Run 1, wiring by layer:
Scale: 1.5 px per µm.
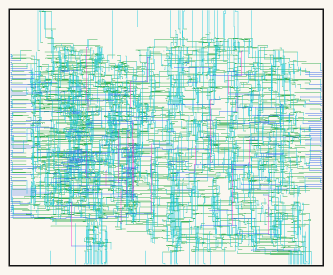
Run 1, placement by cell class:
Scale: 1.5 px per µm.
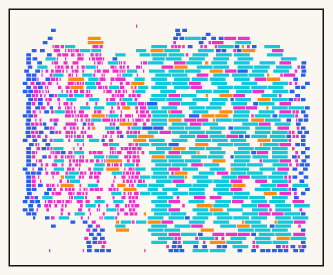
Run 1, placement density heat map:
Scale: 2 px per µm. 21 x 17 tiles, from black (low) to pale yellow (high), 0 to 100% covered.
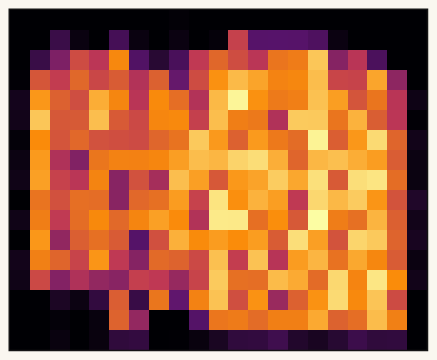
$ cat config.mk
export PLATFORM = sky130hd
export DESIGN_NAME = core_fetch_queue
export DESIGN_NICKNAME = d
export VERILOG_FILES = /design/src/rtl/core_fetch_queue.sv
export SDC_FILE = /design/constraint.sdc
export NUM_CORES = 1
export LEC_CHECK = 0
export ABC_AREA = 0
export CAP_MARGIN = 20
export CORE_ASPECT_RATIO = 0.8
export CORE_MARGIN = 8
export CORE_UTILIZATION = 48
export DETAILED_ROUTE_END_ITERATION = 8
export PLACE_DENSITY = 0.74
export REMOVE_ABC_BUFFERS = 1
export SKIP_LAST_GASP = 1
export SYNTH_ARGS = -nofsm -noshare
export SYNTH_HDL_FRONTEND = slang
export SYNTH_SLANG_ARGS = --single-unit
$ cat constraint.sdc
create_clock -name i_Clk -period 5 [get_ports i_Clk]
set_clock_uncertainty 0.15 [all_clocks]
set_input_delay 0.5 -clock i_Clk [delete_from_list [all_inputs] [get_ports i_Clk]]
set_output_delay 0.5 -clock i_Clk [all_outputs]
set_load 0.03 [all_outputs]
$ cat src/rtl/core_fetch_queue.sv
// Instruction fetch front end: credit-limited request issue, in-order response
// queue tagged with PC, and redirect handling that discards stale responses.
module core_fetch_queue #(
  parameter int unsigned     XLEN     = 32,
  parameter int unsigned     DEPTH    = 4,
  parameter logic [XLEN-1:0] RESET_PC = '0
) (
  input  logic            i_Clk,
  input  logic            i_Rstn,
  input  logic            i_StallEn,
  input  logic            i_FlushEn,
  input  logic            i_JumpEn,
  input  logic [XLEN-1:0] i_JumpAddr,
  input  logic            i_BranchEn,
  input  logic [XLEN-1:0] i_BranchAddr,
  output logic            o_ReadEn,
  output logic [XLEN-1:0] o_ReadAddr,
  input  logic            i_ReadGnt,
  input  logic            i_ReadValid,
  input  logic [31:0]     i_ReadData,
  output logic            o_InstrValid,
  output logic [31:0]     o_Instr,
  output logic [XLEN-1:0] o_PC,
  output logic            o_Event
);

  localparam int unsigned AW = (DEPTH > 1) ? $clog2(DEPTH) : 1;
  localparam int unsigned CW = AW + 1;

  typedef logic [AW-1:0] ptr_t;
  typedef logic [CW-1:0] cnt_t;

  localparam cnt_t FULL_CNT = CW'(DEPTH);

  logic [31:0]     q_instr [DEPTH];
  logic [XLEN-1:0] q_pc    [DEPTH];

  ptr_t            wr_ptr, rd_ptr;
  cnt_t            count, outstanding, discard;
  logic [XLEN-1:0] fetch_pc, resp_pc;
  logic            event_q;

  logic            redirect, redirect_err;
  logic [XLEN-1:0] raw_target, target;
  logic [CW:0]     in_flight;
  logic            read_en, issue, resp_ret;
  logic            accept, drop_full, drop_discard, pop, queue_full, queue_empty;
  cnt_t            outstanding_n;

  // Flush beats jump beats branch; the target is always word aligned.
  assign redirect     = i_FlushEn | i_JumpEn | i_BranchEn;
  assign raw_target   = i_FlushEn ? RESET_PC : (i_JumpEn ? i_JumpAddr : i_BranchAddr);
  assign target       = {raw_target[XLEN-1:2], 2'b00};
  assign redirect_err = (!i_FlushEn && i_JumpEn && i_BranchEn) || (raw_target[1:0] != 2'b00);

  // Credits count every request still owed a response, discarded ones included.
  assign in_flight   = {1'b0, outstanding} + {1'b0, count};
  assign read_en     = i_Rstn && !redirect && (in_flight < (CW+1)'(DEPTH));
  assign issue       = read_en && i_ReadGnt;
  assign resp_ret    = i_ReadValid && (outstanding != '0);

  assign queue_full   = (count == FULL_CNT);
  assign queue_empty  = (count == '0);
  assign drop_discard = i_ReadValid && (discard != '0);
  assign accept       = i_ReadValid && (discard == '0) && !redirect && !queue_full;
  assign drop_full    = i_ReadValid && (discard == '0) && !redirect && queue_full;
  assign pop          = !queue_empty && !i_StallEn;

  // NOTE: give every always_comb target a default first so no path leaves it unassigned (latch).
  always_comb begin
    outstanding_n = outstanding;
    if (issue)    outstanding_n = outstanding_n + cnt_t'(1);
    if (resp_ret) outstanding_n = outstanding_n - cnt_t'(1);
  end

  // NOTE: sequential state uses non-blocking assignments so every flop sees pre-edge values.
  always_ff @(posedge i_Clk) begin
    if (!i_Rstn) begin
      wr_ptr      <= '0;
      rd_ptr      <= '0;
      count       <= '0;
      outstanding <= '0;
      discard     <= '0;
      fetch_pc    <= RESET_PC;
      resp_pc     <= RESET_PC;
      event_q     <= 1'b0;
    end else begin
      outstanding <= outstanding_n;
      event_q     <= (redirect && redirect_err) || drop_full;
      if (redirect) begin
        wr_ptr   <= '0;
        rd_ptr   <= '0;
        count    <= '0;
        discard  <= outstanding_n;
        fetch_pc <= target;
        resp_pc  <= target;
      end else begin
        if (issue)        fetch_pc <= fetch_pc + XLEN'(4);
        if (drop_discard) discard  <= discard - cnt_t'(1);
        if (accept) begin
          wr_ptr  <= wr_ptr + ptr_t'(1);
          resp_pc <= resp_pc + XLEN'(4);
        end
        if (pop) rd_ptr <= rd_ptr + ptr_t'(1);
        case ({accept, pop})
          2'b10:   count <= count + cnt_t'(1);
          2'b01:   count <= count - cnt_t'(1);
          default: count <= count;
        endcase
      end
    end
  end

  // NOTE: queue storage has no reset; occupancy alone decides which entries are meaningful.
  always_ff @(posedge i_Clk) begin
    if (i_Rstn && accept) begin
      q_instr[wr_ptr] <= i_ReadData;
      q_pc[wr_ptr]    <= resp_pc;
    end
  end

  assign o_ReadEn     = read_en;
  assign o_ReadAddr   = i_Rstn ? fetch_pc : RESET_PC;
  assign o_InstrValid = i_Rstn && !queue_empty;
  assign o_Instr      = o_InstrValid ? q_instr[rd_ptr] : 32'h0;
  assign o_PC         = o_InstrValid ? q_pc[rd_ptr] : '0;
  assign o_Event      = i_Rstn && event_q;

endmodule

==> impl_metrics.json, run 1 <==
{
  "intPower_mw": 4.74,
  "dr_total_vias": 9223,
  "warnings": 30,
  "clkTransAtPathRegs_ps": 60,
  "cts_root_buf": "clkbuf_16",
  "fin_crit_ps": 3760,
  "dr_wl_met3_mm": 2.74,
  "r2r-end": "outstanding[2]",
  "ys_sh_simple_pct": 12.9,
  "grt_overflow_total": 0,
  "post_cts_buffers": 0,
  "logic_gates": 606,
  "fmaxAchievable_mhz": 266,
  "p_per_area_nw_per_um2": 340,
  "setup_viol": 0,
  "synthAoiAreaFrac_pct": 7.56,
  "pwr-share-comb_pct": 7.5,
  "grt_usage_pct": 19.3,
  "grt_antenna_before_repair": 0,
  "ctsHoldBuffers": 0,
  "utilization_pct": 61.0,
  "endpoint": "o_Instr[4]",
  "crit_start": "count[0]",
  "critPathCaptureType": "output pin",
  "async_flop_share_pct": 0,
  "reg2reg_depth": 10,
  "timing.final.max_slew_violations": 0,
  "tap-cell-count": 377,
  "hp-class": "register to register",
  "routed_wl_mm": 34.3,
  "numCtsBuffers": 34,
  "post_cts_resized": 0,
  "status": "completed",
  "sh_comb_area_pct": 27.6,
  "seq_power_mw": 2.99,
  "logic_family": "simple AND/OR/NAND/NOR gates",
  "avgSynthCellArea_um2": 14.1,
  "insertedDiodeCount": 0,
  "viasPerCell": 5.74,
  "final_layout_size_suffix_gt1_share_pct": 14.1,
  "seqPwrFrac_pct": 49.3,
  "stdcell_area_um2": 17800,
  "placed_cells": 1546,
  "cts_tree": "yes",
  "drcViolationCount": 0,
  "lay_top_count": "edfxtp_1",
  "cp-start-kind": "register",
  "cp.required_ps": 4350,
  "seqCellArea_um2": 8970,
  "ys_area_um2": 14200,
  "min_from": "rd_ptr[1]",
  "avgRoutedWirePerCell_um": 21.4,
  "fp_util_pct": 48.7,
  "final.clkbuf_count": 37,
  "synthesis.area_um2": 14200,
  "seq_area_share_pct": 50.3,
  "edf_count": 248,
  "crit_arrival_ps": 3110,
  "io_pins": 203,
  "chipArea_um2": 35400,
  "final_cell_mix": "248 x edfxtp_1, 197 x clkdlybuf4s50_1, 74 x dfxtp_1",
  "pg_comb_mw": 0.454,
  "finalClockPeriodUsage_pct": 75.1,
  "max_cap_violations": 0,
  "antenna_left": 0,
  "hpwl_mm": 23.0,
  "top_register": "q_instr",
  "ys.warnings.count": 0,
  "ys.flops": 324,
  "crit_chain": "nor3_1 -> nand2b_2 -> buf_4 -> nor2b_1 -> clkdlybuf4s50_1",
  "yosys_cells": 1009,
  "wl_met2_mm": 15.2,
  "first_global_vias": 9352,
  "r2r_slack_ps": 1910
}
About 'wiring by layer':
colour	layer	wire length
green	metal 1	15800 µm
cyan	metal 2	15200 µm
magenta	metal 4	546 µm
blue	metal 3	2740 µm

About 'placement by cell class':
colour	class	cells
blue	other buffers and delay cells	215
orange	clock drivers and dummy loads	61
magenta	combinational and other logic	630
cyan	flops	324

About 'placement density heat map':
emptiest ninth of the die	bottom left
fullest tile	100%
densest ninth of the die	middle
tiles over 75% full	24%
mean over tiles	49%
nearly empty tiles	16%

## run 1: cell usage after synthesis (12+ instances only)
| master | n |
|---|---|
| o21ai_0 | 33 |
| mux4_2 | 62 |
| nand3_1 | 28 |
| xor2_1 | 24 |
| nor2_1 | 47 |
| ha_1 | 14 |
| and3_1 | 22 |
| dfxtp_1 | 76 |
| buf_2 | 17 |
| nand4_1 | 24 |
| nor2b_1 | 63 |
| edfxtp_1 | 248 |
| xnor2_1 | 13 |
| inv_1 | 24 |
| and2_1 | 33 |
| clkbuf_1 | 33 |
| nand2_1 | 51 |
| a21oi_1 | 36 |
| nor3_1 | 12 |
| a22oi_1 | 12 |
## run 1: metal layers
metal	global-route usage (%)	vias up
li1	-	4276
met4	4.28	0
met5	0	-
met2	29.2	400
met3	4.56	53
met1	28.1	4494
Run 1, pin placement:
Scale: 2 px per µm. Pins as bars across the die edge, other pins in grey.
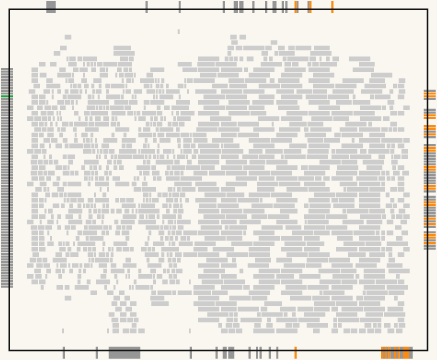

--- run 2 (diff from run 1) ---
--- a/config.mk
+++ b/config.mk
@@ -11,7 +11,7 @@
 export CORE_MARGIN = 8
 export CORE_UTILIZATION = 48
 export DETAILED_ROUTE_END_ITERATION = 8
-export PLACE_DENSITY = 0.74
+export PLACE_DENSITY = 0.76
 export REMOVE_ABC_BUFFERS = 1
 export SKIP_LAST_GASP = 1
 export SYNTH_ARGS = -nofsm -noshare
==> constraint.sdc (replaced) <==
create_clock -name i_Clk -period 3.2 [get_ports i_Clk]
set_clock_uncertainty 0.15 [all_clocks]
set_input_delay 0.32 -clock i_Clk [delete_from_list [all_inputs] [get_ports i_Clk]]
set_output_delay 0.32 -clock i_Clk [all_outputs]
set_load 0.03 [all_outputs]
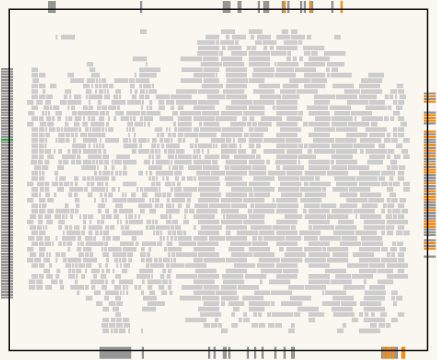
Run 2: pin placement
Scale: 2 px per µm. Pins as bars across the die edge, other pins in grey.
colour	port	pins	direction	edge
green	o_Event	1	output	left
orange	o_Instr	32	output	23 right, 6 bottom, 3 top
all pins by edge	85 left, 53 right, 41 bottom, 24 top

==> impl_metrics.json, run 2 <==
{
  "status": "completed",
  "ys_top_cells_by_count": "248 x edfxtp_1, 76 x dfxtp_1, 63 x nor2b_1",
  "cts_root_buf": "clkbuf_16",
  "grt_antenna_before_repair": 0,
  "antenna_left": 0,
  "grt_usage_pct": 19.1,
  "dr_total_vias": 9336,
  "finalClockPeriodUsage_pct": 96.5,
  "ys_sh_simple_pct": 12.9,
  "setup_viol": 0,
  "logic_gates": 606,
  "r2r-end": "count[2]",
  "most_common_cell": "edfxtp_1",
  "critPathCaptureType": "output pin",
  "io_pins": 203,
  "synthesis.area_um2": 14200,
  "hp-class": "input port to register",
  "numCtsBuffers": 30,
  "worst_pin_slew_ps": 676,
  "fmaxAchievable_mhz": 324,
  "r2r_slack_ps": 670,
  "edf_count": 248,
  "seqPwrFrac_pct": 51.1,
  "final_cell_mix": "248 x edfxtp_1, 181 x clkdlybuf4s50_1, 74 x dfxtp_1",
  "max_cap_violations": 0,
  "ys.warnings.count": 0,
  "ys.flops": 324,
  "drtIter0Drc": 897,
  "warnings": 30,
  "path_class": "register to output pin",
  "reg2reg_depth": 9,
  "seq_power_mw": 4.67,
  "top_register": "q_instr",
  "tap-cell-count": 377,
  "insertedDiodeCount": 0,
  "top_area_cell": "edfxtp_1",
  "cp.required_ps": 2730,
  "reg2reg_from": "count[2]",
  "grt_overflow_total": 0,
  "chipArea_um2": 35400,
  "rsz0062_at_grt": "false",
  "ctsHoldBuffers": 0,
  "cts_buffer_depth": 3,
  "final_layout_size_suffix_gt1_share_pct": 16.9,
  "avgRoutedWirePerCell_um": 21.3,
  "buf_share_pct": 14.2,
  "drcViolationCount": 0,
  "n_fill_cell": 2169,
  "setup_ws_ps": 111,
  "first_global_vias": 9450,
  "post_cts_resized": 0,
  "ys_area_um2": 14200,
  "pwr-share-comb_pct": 8.0,
  "lay_top_count": "edfxtp_1",
  "crit_arrival_ps": 2620,
  "intPower_mw": 7.13,
  "seq_area_share_pct": 49.6,
  "routed_wl_mm": 34.9,
  "avgSynthCellArea_um2": 14.1,
  "synth_seq_share_pct": 63.1,
  "hold_violations": 0,
  "hold_path_end": "fetch_pc[17]",
  "fin_crit_ps": 3090,
  "yosys_cells": 1009,
  "final_nets": 1353,
  "final.clkbuf_count": 37,
  "utilization_pct": 61.9,
  "hpwl_mm": 24.6,
  "post_cts_buffers": 0,
  "viasPerCell": 5.71,
  "cp-start-kind": "register",
  "pwr-share-clk_pct": 40.9,
  "placed_cells": 1572,
  "stdcell_area_um2": 18100,
  "clkTransAtPathRegs_ps": 60,
  "dp_slack_ps": 277,
  "pg_comb_mw": 0.731,
  "p_per_area_nw_per_um2": 504,
  "seqCellArea_um2": 8970,
  "synthAoiAreaFrac_pct": 7.56,
  "min_from": "i_Rstn",
  "fp_util_pct": 48.7,
  "p_leak_nw": 6.12,
  "cts_tree": "yes",
  "stdcell_count": 1635,
  "async_flop_share_pct": 0,
  "syn_inst": 1009,
  "sh_comb_area_pct": 27.3,
  "timing.final.max_slew_violations": 0,
  "switchingPower_mw": 2.00,
  "logic_family": "simple AND/OR/NAND/NOR gates"
}
[run 2: cell counts after synthesis]
No cell type changed its count.
[run 2: worst max-delay path by stage]
stage                      end     start  cells after the start  slack [ps]
floorplan           o_Instr[0]  register                      2        -870
global placement      count[2]  i_JumpEn                     11         380
detailed placement    count[2]  i_JumpEn                     11         280
CTS                   o_PC[25]  register                      4          20
global route        o_Instr[6]  register                      4           3
finish              o_Instr[7]  register                      4         110
[run 2: per-layer routing]
metal / track usage, % / share of wire (%) / wire length [µm]
met5: 0 / 0 / 0
met4: 3.60 / 1.6 / 560
met3: 5.28 / 9.0 / 3150
met2: 29.8 / 45 / 15500
met1: 26.8 / 45 / 15600
[run 2: worst max-delay path, stage by stage (launching register included)]
cell,delay [ps]
dfxtp_2,600
buf_4,370
mux4_2,370
nor2b_1,150
clkdlybuf4s50_1,590
Run 2, placement by cell class:
Scale: 1.5 px per µm.
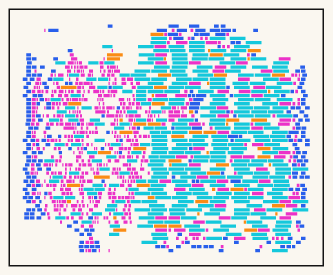

--- run 3 (diff from run 2) ---
--- a/config.mk
+++ b/config.mk
@@ -9,10 +9,11 @@
 export CAP_MARGIN = 20
 export CORE_ASPECT_RATIO = 0.8
 export CORE_MARGIN = 8
-export CORE_UTILIZATION = 48
+export CORE_UTILIZATION = 45
 export DETAILED_ROUTE_END_ITERATION = 8
-export PLACE_DENSITY = 0.76
+export PLACE_DENSITY = 0.73
 export REMOVE_ABC_BUFFERS = 1
+export SKIP_CTS_REPAIR_TIMING = 1
 export SKIP_LAST_GASP = 1
 export SYNTH_ARGS = -nofsm -noshare
 export SYNTH_HDL_FRONTEND = slang
==> constraint.sdc (replaced) <==
create_clock -name i_Clk -period 3.2 [get_ports i_Clk]
set_clock_uncertainty 0.15 [all_clocks]
set_input_delay 0.32 -clock i_Clk [delete_from_list [all_inputs] [get_ports i_Clk]]
set_output_delay 0.32 -clock i_Clk [all_outputs]
set_load 0.05 [all_outputs]
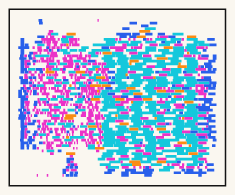
Run 3: placement by cell class
Scale: 1 px per µm.
colour	class	cells
magenta	combinational and other logic	630
blue	other buffers and delay cells	235
cyan	flops	324
orange	clock drivers and dummy loads	54

==> impl_metrics.json, run 3 <==
{
  "ys_area_um2": 14200,
  "p_per_area_nw_per_um2": 484,
  "reg2reg_from": "count[2]",
  "seq_power_mw": 4.67,
  "cp_top_family": "flip-flops",
  "crit_buf_inv": 2,
  "p_leak_nw": 6.23,
  "drtIter0Drc": 633,
  "ys.warnings.count": 0,
  "avgSynthCellArea_um2": 14.1,
  "hpwl_mm": 23.7,
  "rsz0062_at_grt": "false",
  "fmaxAchievable_mhz": 347,
  "crit_chain": "buf_4 -> mux4_2 -> nor2b_1 -> buf_12",
  "gr-usage-met3_pct": 3.97,
  "hold_path_end": "fetch_pc[6]",
  "syn_inst": 1009,
  "placed_cells": 1609,
  "top_area_cell": "edfxtp_1",
  "final_cell_mix": "248 x edfxtp_1, 131 x clkdlybuf4s50_1, 75 x buf_12",
  "synth_seq_share_pct": 63.1,
  "worst_pin_slew_ps": 631,
  "first_global_vias": 9232,
  "top_register": "q_instr",
  "dr_total_vias": 9273,
  "pg_comb_mw": 0.763,
  "pwr-share-clk_pct": 39.5,
  "routed_wl_mm": 34.9,
  "final_layout_size_suffix_gt1_share_pct": 19.8,
  "pwr-share-comb_pct": 8.5,
  "stdcell_area_um2": 18500,
  "seqCellArea_um2": 8970,
  "antenna_left": 0,
  "grt_usage_pct": 17.9,
  "cts_tree": "yes",
  "cts_buffer_depth": 3,
  "synthesis.area_um2": 14200,
  "timing.final.max_slew_violations": 0,
  "reg2reg_depth": 9,
  "cts_root_buf": "clkbuf_16",
  "seq_area_share_pct": 48.4,
  "insertedDiodeCount": 1,
  "min_from": "i_Rstn",
  "sh_comb_area_pct": 26.6,
  "tap-cell-count": 420,
  "stdcell_count": 1664,
  "dr.max_layer_used": "met4",
  "r2r_slack_ps": 670,
  "dp_slack_ps": 150,
  "wl_met1_mm": 16.1,
  "crit_arrival_ps": 2410,
  "switchingPower_mw": 2.00,
  "status": "completed",
  "hp-class": "input port to register",
  "slowest_stage": "dfxtp_4",
  "clkTransAtPathRegs_ps": 60,
  "path_depth": 4,
  "most_common_cell": "edfxtp_1",
  "viasPerCell": 5.57,
  "setup_ws_ps": 322,
  "wl_met2_mm": 15.5,
  "final_nets": 1340,
  "edf_count": 248,
  "slowest_delay_ps": 640
}
[run 3: cell count changes in the layout (fill, tap and decap cells not counted), sizes merged]
| cell | change |
|---|---|
| clkinv | +4 |
| diode | +1 |
| clkbuf | -4 |
| clkinvlp | -2 |
| dlymetal6s2s | -2 |
| buf | +39 |
| clkdlybuf4s50 | -50 |
[run 3: kinds of logic (layout without fill, tap and decap cells)]
| logic type | count (synthesis) | count (layout) | share of synthesized area [%] |
|---|---|---|---|
| compound gates | 157 | 157 | 7.56 |
| fa+ha+maj | 15 | 15 | 1.37 |
| xor+xnor | 37 | 37 | 2.28 |
| flops | 324 | 324 | 63.1 |
| buf+inv | 82 | 313 | 2.42 |
| simple gates | 323 | 323 | 12.9 |
| mux | 70 | 70 | 10.4 |
| other cells | 1 | 5 | 0.0264 |

==> screenshots <==
Clock routing.
panel A
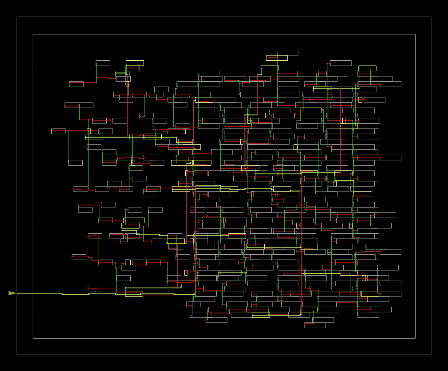
panel B
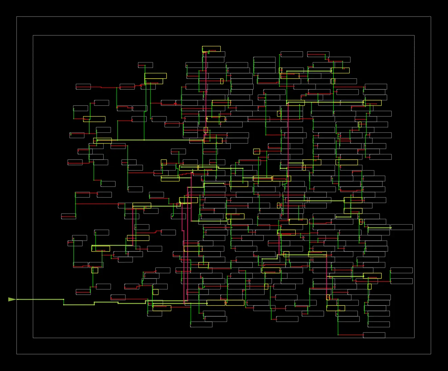
| picture | from |
|---|---|
| panel B | run 2 |
| panel A | run 3 |

Power and IR drop assume default switching activity.
